Run 1, M1 wires:
Bar = 20 µm.
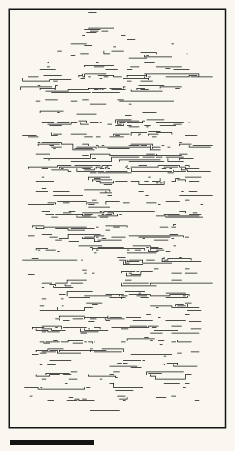
Run 1, met2 routing:
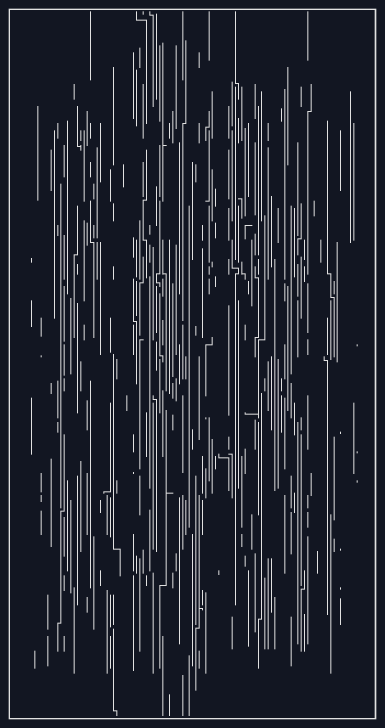
Run 1, metal 3:
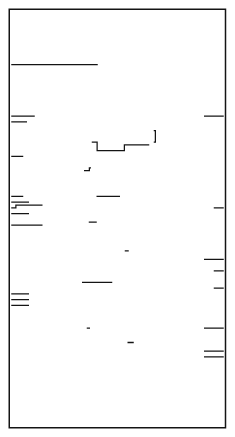
Run 1, track usage over the die:
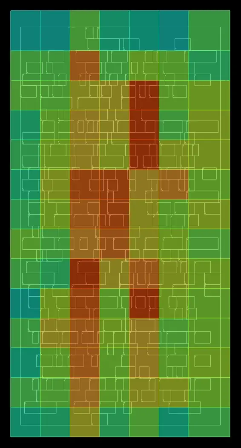
--- src/rtl/clk_div_pkg.sv ---
// clk_div_pkg: shared types and helpers for the programmable clock-enable divider
package clk_div_pkg;
  typedef enum logic {IDLE, RUN} state_t;
  localparam int MIN_DIV = 2;
  // Cycles of div_out high per period; 32-bit so the +1 never overflows a DIV_W-bit ratio
  function automatic logic [31:0] high_len(input logic [31:0] n);
    return (n + 32'd1) >> 1;
  endfunction
endpackage

--- src/rtl/div_counter_core.sv ---
// div_counter_core: period counter with registered divided waveform and tick
// Ports: load restarts a period at cnt=0 (start or wrap), run marks the RUN state,
// cur_div is the ratio in force; cnt/div_out/tick are registered, bnd flags the last cycle.
module div_counter_core import clk_div_pkg::*; #(
  parameter int DIV_W = 8
) (
  input  logic             clk,
  input  logic             rst,
  input  logic             load,
  input  logic             run,
  input  logic [DIV_W-1:0] cur_div,
  output logic [DIV_W-1:0] cnt,
  output logic             bnd,
  output logic             div_out,
  output logic             tick
);
  logic [DIV_W-1:0] cnt_inc;
  assign cnt_inc = cnt + DIV_W'(1);
  assign bnd = run && cnt == cur_div - DIV_W'(1);
  // Anything other than a restart or a mid-period advance parks the counter at zero
  always_ff @(posedge clk)
    if (rst || !(load || (run && !bnd))) begin
      cnt <= '0;
      div_out <= 1'b0;
      tick <= 1'b0;
    end else begin
      cnt <= load ? '0 : cnt_inc;
      div_out <= load || 32'(cnt_inc) < high_len(32'(cur_div));
      tick <= load;
    end
endmodule

--- src/rtl/clk_div_ctrl.sv ---
// clk_div_ctrl: programmable divide-by-N controller with glitch-free ratio switching
// Ports: en requests running; cfg_valid/cfg_div/cfg_ready offer a new ratio, cfg_err pulses
// when an accepted ratio below 2 is discarded; div_out/tick/cnt describe the divided period,
// busy is high in RUN and cur_div is the ratio currently in force.
module clk_div_ctrl import clk_div_pkg::*; #(
  parameter int DIV_W   = 8,
  parameter int DEF_DIV = 5
) (
  input  logic             clk,
  input  logic             rst,
  input  logic             en,
  input  logic             cfg_valid,
  input  logic [DIV_W-1:0] cfg_div,
  output logic             cfg_ready,
  output logic             cfg_err,
  output logic             div_out,
  output logic             tick,
  output logic             busy,
  output logic [DIV_W-1:0] cur_div,
  output logic [DIV_W-1:0] cnt
);
  state_t state, state_nxt;
  logic pend_valid, pend_valid_nxt, accept, good, bnd, load, run;
  logic [DIV_W-1:0] pend_div, pend_div_nxt, cur_nxt;
  assign run = state == RUN;
  assign busy = run;
  assign cfg_ready = !pend_valid;
  assign accept = cfg_valid && cfg_ready;
  assign good = accept && cfg_div >= DIV_W'(MIN_DIV);
  assign load = en && (!run || bnd);
  // Ratios only change while idle or on the last cycle of a period; mid-period offers wait in pend
  always_comb begin
    state_nxt = run ? (bnd && !en ? IDLE : RUN) : (en ? RUN : IDLE);
    cur_nxt = run && bnd && pend_valid ? pend_div : good && (!run || bnd) ? cfg_div : cur_div;
    pend_valid_nxt = run && !bnd && (pend_valid || good);
    pend_div_nxt = good ? cfg_div : pend_div;
  end
  always_ff @(posedge clk)
    if (rst) begin
      state <= IDLE;
      pend_valid <= 1'b0;
      pend_div <= '0;
      cur_div <= DIV_W'(DEF_DIV);
      cfg_err <= 1'b0;
    end else begin
      state <= state_nxt;
      pend_valid <= pend_valid_nxt;
      pend_div <= pend_div_nxt;
      cur_div <= cur_nxt;
      cfg_err <= accept && !good;
    end
  div_counter_core #(.DIV_W(DIV_W)) u_core (
    .clk(clk), .rst(rst), .load(load), .run(run), .cur_div(cur_div),
    .cnt(cnt), .bnd(bnd), .div_out(div_out), .tick(tick)
  );
endmodule

--- config.mk ---
export PLATFORM = sky130hd
export DESIGN_NAME = clk_div_ctrl
export DESIGN_NICKNAME = d
export VERILOG_FILES = /design/src/rtl/clk_div_pkg.sv /design/src/rtl/div_counter_core.sv /design/src/rtl/clk_div_ctrl.sv
export SDC_FILE = /design/constraint.sdc
export NUM_CORES = 1
export LEC_CHECK = 0
export CAP_MARGIN = 5
export CELL_PAD_IN_SITES_DETAIL_PLACEMENT = 1
export CELL_PAD_IN_SITES_GLOBAL_PLACEMENT = 1
export CORE_AREA = 2 2 49 97
export DETAILED_ROUTE_END_ITERATION = 8
export DIE_AREA = 0 0 51 99
export GPL_ROUTABILITY_DRIVEN = 1
export PLACE_DENSITY_LB_ADDON = 0.1
export SLEW_MARGIN = 20
export SYNTH_ARGS = -nofsm -noshare
export SYNTH_HDL_FRONTEND = slang
export SYNTH_SLANG_ARGS = --single-unit
--- constraint.sdc ---
create_clock -name clk -period 6.43 [get_ports clk]
set_input_delay 0.643 -clock clk [delete_from_list [all_inputs] [get_ports clk]]
set_output_delay 0.643 -clock clk [all_outputs]
set_load 0.05 [all_outputs]
==> run summary, run 1 <==
Physical implementation status

The flow ran to the end, and the final reports show no timing, DRC or antenna violations. Routed signal wires occupy layers up through met4. Counting tap cells, the placed design contains a total of between 200 and 300 instances.

The die is 51 µm wide. The design draws 0.000538 W. The number of endpoints with negative hold slack in the final report stands at 0. Per the CTS log, the root buffer master is clkbuf_8. The number of multi-input combinational cells in the layout stands at roughly 150.

For this design the top-level I/O count stands at 33. STA shows the worst min-delay path finishing at pend_div[4]$_SDFFE_PP0P_. Between clock sinks in the finished design, the worst skew comes to approximately 2.7 ps. The share of synthesized area occupied by flip-flops and latches stands at 0.328. The library cells used most frequently in the layout, excluding fill and tap cells, are clkdlybuf4s50_1, dfxtp_1, nor2_1. The layout report lists the non-clock buffer share of cell area as 0.146.

Setup repair after global routing left no endpoint under its margin. The buffers inserted during post-CTS setup optimization stands at 0. The area fraction of the largest cell type after synthesis is 0.328. STA shows the worst reg2reg path with a cell count of 8. The layout has 33 buffers outside the clock class. RePlAce ended its routability-driven mode at a weighted congestion of between 0.8 and 0.9. The worst-case reg-to-reg setup slack stands at between 3000 and 4000 ps. The share of total power dissipated in the clock network is 0.375. The number of sinks handled by clock tree synthesis stands at 29.

The worst pin sits at a relative slew slack of 0.397. The clock-net power stands at 0.000201 W. Per report_power, the top consumer among the power groups is registers. A synthesized cell averages 9.07 µm².

In the final layout, the multi-input gates occupy ~0.0011 mm².
Notes on 'M1 wires' above:
The longest straight run is 17.0 µm. The layer carries 1650 µm of wire. The wires run mostly horizontal. 216 nets have wire on it. The layer holds 35% of the routed length.

Notes on 'met2 routing' above:
The wires run mostly vertical. 215 nets have wire on it. The layer carries 2800 µm of wire.

Notes on 'metal 3' above:
The longest straight run is 20.2 µm. The wires run mostly horizontal. The layer carries 134 µm of wire. The layer holds 2.9% of the routed length.

Notes on 'track usage over the die' above:
met3 Track Usage GR: 0.0364
average routed wire per standard cell: 16.7 µm
busiest metal layer after global routing: met2
met1 Track Usage GR: 0.190
Tot GR Track Use: 0.201

Run 1, nets reached from selected ports:
Bar = 20 µm.
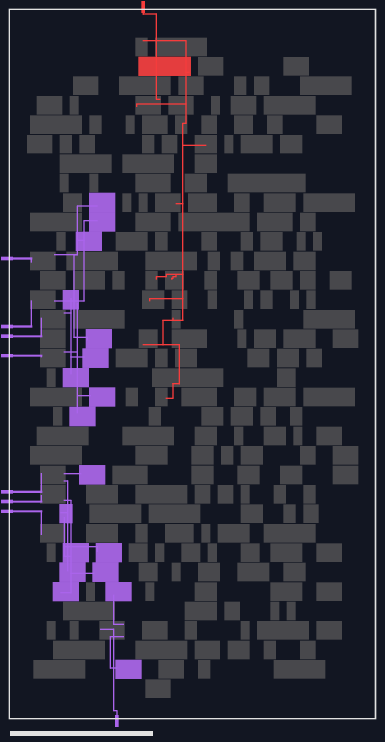

==> run 2, diff against run 1 <==
- CORE_AREA: 2 2 49 97 -> 2 2 51 101
- DIE_AREA: 0 0 51 99 -> 0 0 53 103
- clock period: 6.43 -> 2.8 ns (I/O delays scaled with it)
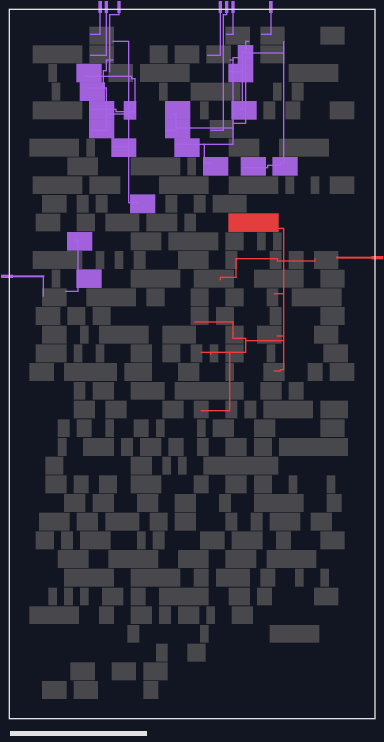
Run 2: nets reached from selected ports
Bar = 20 µm.
Purple marks cfg_div, direction input, edge 7 top, 1 left, end cells 18, buffers 8, wire 241 µm. Red marks busy, direction output, edge right, end cells 1, buffers 1, wire 84.8 µm.

==> run 2 against run 1 <==
Highest routed layer unchanged. Core utilization is 2.7 points lower. Synthesized cell count stayed put. Sequential power is 130% higher. Count of clock-buffer cells in the layout is 1 higher. Die area is 8.1% higher.
==> run summary, run 2 <==
Physical implementation status

The flow ran to the end, and the final reports show no timing, DRC or antenna violations. According to the report, the first pass of detailed routing completed in 4 iterations. The buffers inserted during post-CTS setup optimization was 0 (unchanged).

The number of endpoints with negative hold slack in the final report stands at 0 (unchanged). The number of nets at the end of the flow stands at roughly 260. The clock share of power was 0.366 (-0.009). Ranked by power, first place goes to registers.

The placer congestion estimate came to 0.747 (-8.6%). The most critical setup path has its startpoint at cur_div[0]$_SDFFE_PP1P_. The share of synthesized area occupied by flip-flops and latches stands at 0.328 (unchanged). The total chip power stands at 0.00126 W (+130%). The number of sinks handled by clock tree synthesis stands at 29 (unchanged).

The global-route met1 utilization stands at 0.227 (+0.0375). In the Yosys stats the netlist draws on around 41 distinct library cells. Looking at the hold checks, the worst path lands on pend_div[2]$_SDFFE_PP0P_. The relative area of non-clock buffer cells in the final design came to 0.179 (+0.0322). The non-clock buffer count in the final layout stands at 45 (+36%). The cell depth of the worst flop-to-flop path stands at 8 (unchanged).

The number of top-level design ports stands at 33 (unchanged). Global route summary, busiest routing layer listed as met2. The placed instance count was 285 (+5.2%).

After detailed routing, no signal wire sits above met4. The wire length per cell stands at 16.0 µm (-4.6%). Setup repair after global routing left no endpoint under its margin. The met3 layer usage reported by global route is 0.0304 (-0.00593). The area taken by multi-input logic gates came to 0.00113 mm² (+0.78%). The worst reg-to-reg setup slack stands at 160 ps (-3490 ps).

The library cells used most frequently in the layout, excluding fill and tap cells, are clkdlybuf4s50_1, dfxtp_1, nor2_1. The root buffer cell chosen for the clock tree is clkbuf_8. The remaining max-slew budget at the tightest pin stands at 0.652 (+0.255). The average size of a mapped cell came to 9.07 µm² (unchanged). The switching power total stands at about 0.00039 W. The worst clock skew was 3.98 ps (+1.32 ps). The clock-net power stands at 0.000460 W (+130%). The overall fraction of global-route tracks in use came to 0.192 (-0.00956).

The register cell area after layout stands at 582 µm². For this design, the CTS-stage hold fixing added 0 buffers. The area share of the largest cell type after synthesis stands at 0.328 (unchanged).
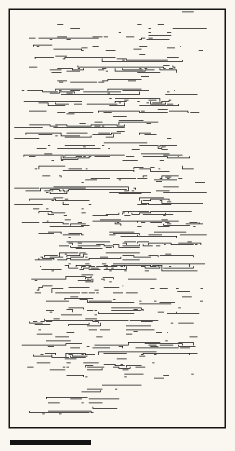
Run 2: M1 wires
Bar = 20 µm.
The wires run mostly horizontal. The longest straight run is 22.5 µm. The layer carries 1980 µm of wire. The layer holds 42% of the routed length.

Run 2, met2 routing:
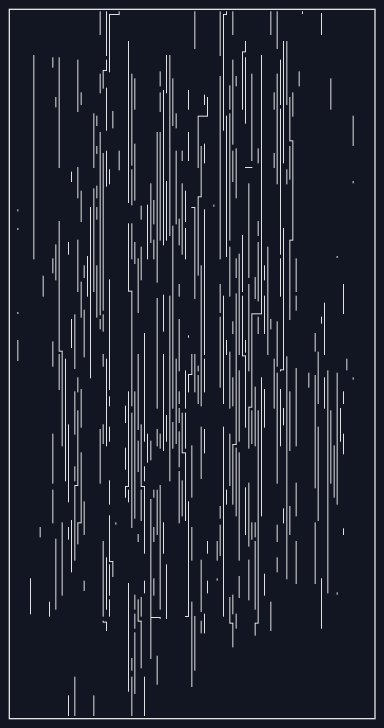

==> run 3, diff against run 2 <==
- CELL_PAD_IN_SITES_GLOBAL_PLACEMENT: 1 -> 2
- CORE_AREA: 2 2 51 101 -> 2 2 57 112
- CTS_BUF_LIST: default -> sky130_fd_sc_hd__clkbuf_16
- DIE_AREA: 0 0 53 103 -> 0 0 59 114
- SLEW_MARGIN: 20 -> default
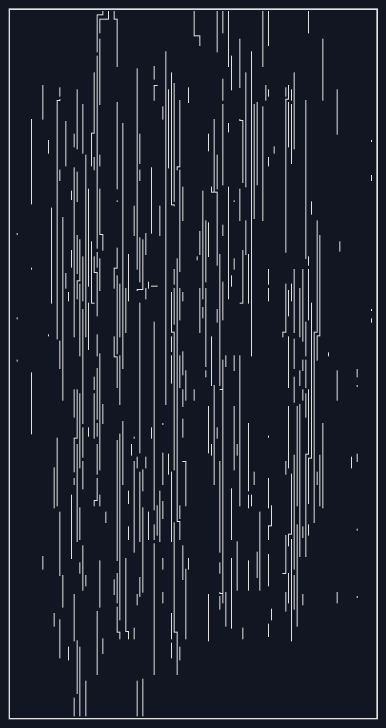
Run 3: met2 routing
223 nets have wire on it. The longest straight run is 56.8 µm. The wires run mostly vertical. The layer carries 2580 µm of wire. The layer holds 53% of the routed length.

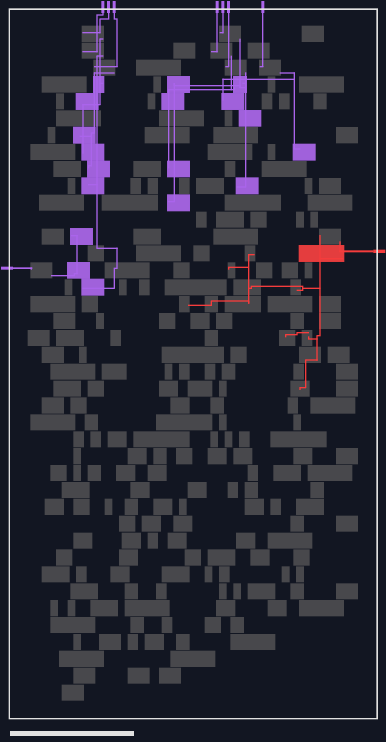
Run 3: nets reached from selected ports
Bar = 20 µm.
Purple marks cfg_div, direction input, edge 7 top, 1 left, end cells 18, buffers 8, wire 286 µm. Red marks busy, direction output, edge right, end cells 1, buffers 1, wire 81.0 µm.

==> run 3 against run 2 <==
Fmax grew 3.4%. Core utilization shrank 9.1 points. Combinational power is essentially flat. Routed wire length grew 3.6%. Critical path type unchanged. Largest power group is now clock. Non-clock buffer count grew 1. Critical endpoint is now u_core.div_out$_SDFF_PP0_. Die area grew 23%. Sequential power is essentially flat. Clock power grew 13%.
==> run summary, run 3 <==
Physical implementation status

The clock slew seen by the registers of the worst setup and hold paths stands at approximately 50 ps. The met3 layer usage reported by global route was 0.0363 (+0.00585). The average size of a mapped cell is 9.07 µm² (unchanged). The number of top-level design ports came to 33 (unchanged). The placer congestion estimate was 0.746 (-0.19%). The relative area of non-clock buffer cells in the final design was 0.178 (about the same). The register cell area after layout stands at 581 µm² (-0.22%). Signal nets in the final route climb as high as met4.

The overall fraction of global-route tracks in use came to 0.162 (-0.0301). The count of buffer and inverter cells on the critical path stands at 1. The cell depth of the worst flop-to-flop path is 11 (+3). The worst register-to-register path begins at cur_div[1]$_SDFFE_PP0P_. The clock share of power stands at 0.394 (+0.028). The number of fill cells stands at between 700 and 800. The number of unique standard cell types used by synthesis stands at 41 (unchanged).

The share of synthesized area occupied by flip-flops and latches is 0.328 (unchanged). The wire length per cell stands at 16.2 µm (+1.2%). Setup repair after global routing left no endpoint under its margin.

The cell-mix breakdown from Yosys lists the adder-cell area share as 0.0708. The count of warning messages emitted by the tools stands at 27. The cell sitting at the root of the clock tree is a clkbuf_16. The buffers inserted during post-CTS setup optimization is 0 (unchanged). The length of the first detailed-routing pass in iterations stands at 4 (unchanged). The placed instance count stands at 292 (+2.5%). The area share of the largest cell type after synthesis was 0.328 (unchanged). The number of endpoints with negative hold slack in the final report is 0 (unchanged). The total chip power stands at 0.00132 W (+5.2%). The area taken by multi-input logic gates stands at 0.00113 mm² (+0.33%). Prior to clock tree synthesis, the placed netlist has a worst setup slack of roughly 150 ps. The count of hold buffers inserted by post-cts repair stands at 0 (unchanged). The flow reports power dissipated in sequential cells as 0.000477 W. The number of sinks handled by clock tree synthesis stands at 29 (unchanged).

The final standard cell area without fillers stands at 0.00238 mm². The worst reg-to-reg setup slack was 250 ps (+90 ps). The die is a little under 60 µm wide. The worst clock skew stands at 3.96 ps (-0.0220 ps). The run finished with clean final reports. The group that draws the most power in this run is clock.

The reported leakage power stands at 0.882 nW. The multi-input gate share of total cell area stands at 0.476. The global router reports that the layer with the highest usage is met2. Counting flops with a built-in enable in the synthesized netlist gives 0. The switching power total is 0.000423 W (+7.2%).
Power figures rest on the tool's default switching activity, not on a simulated workload.
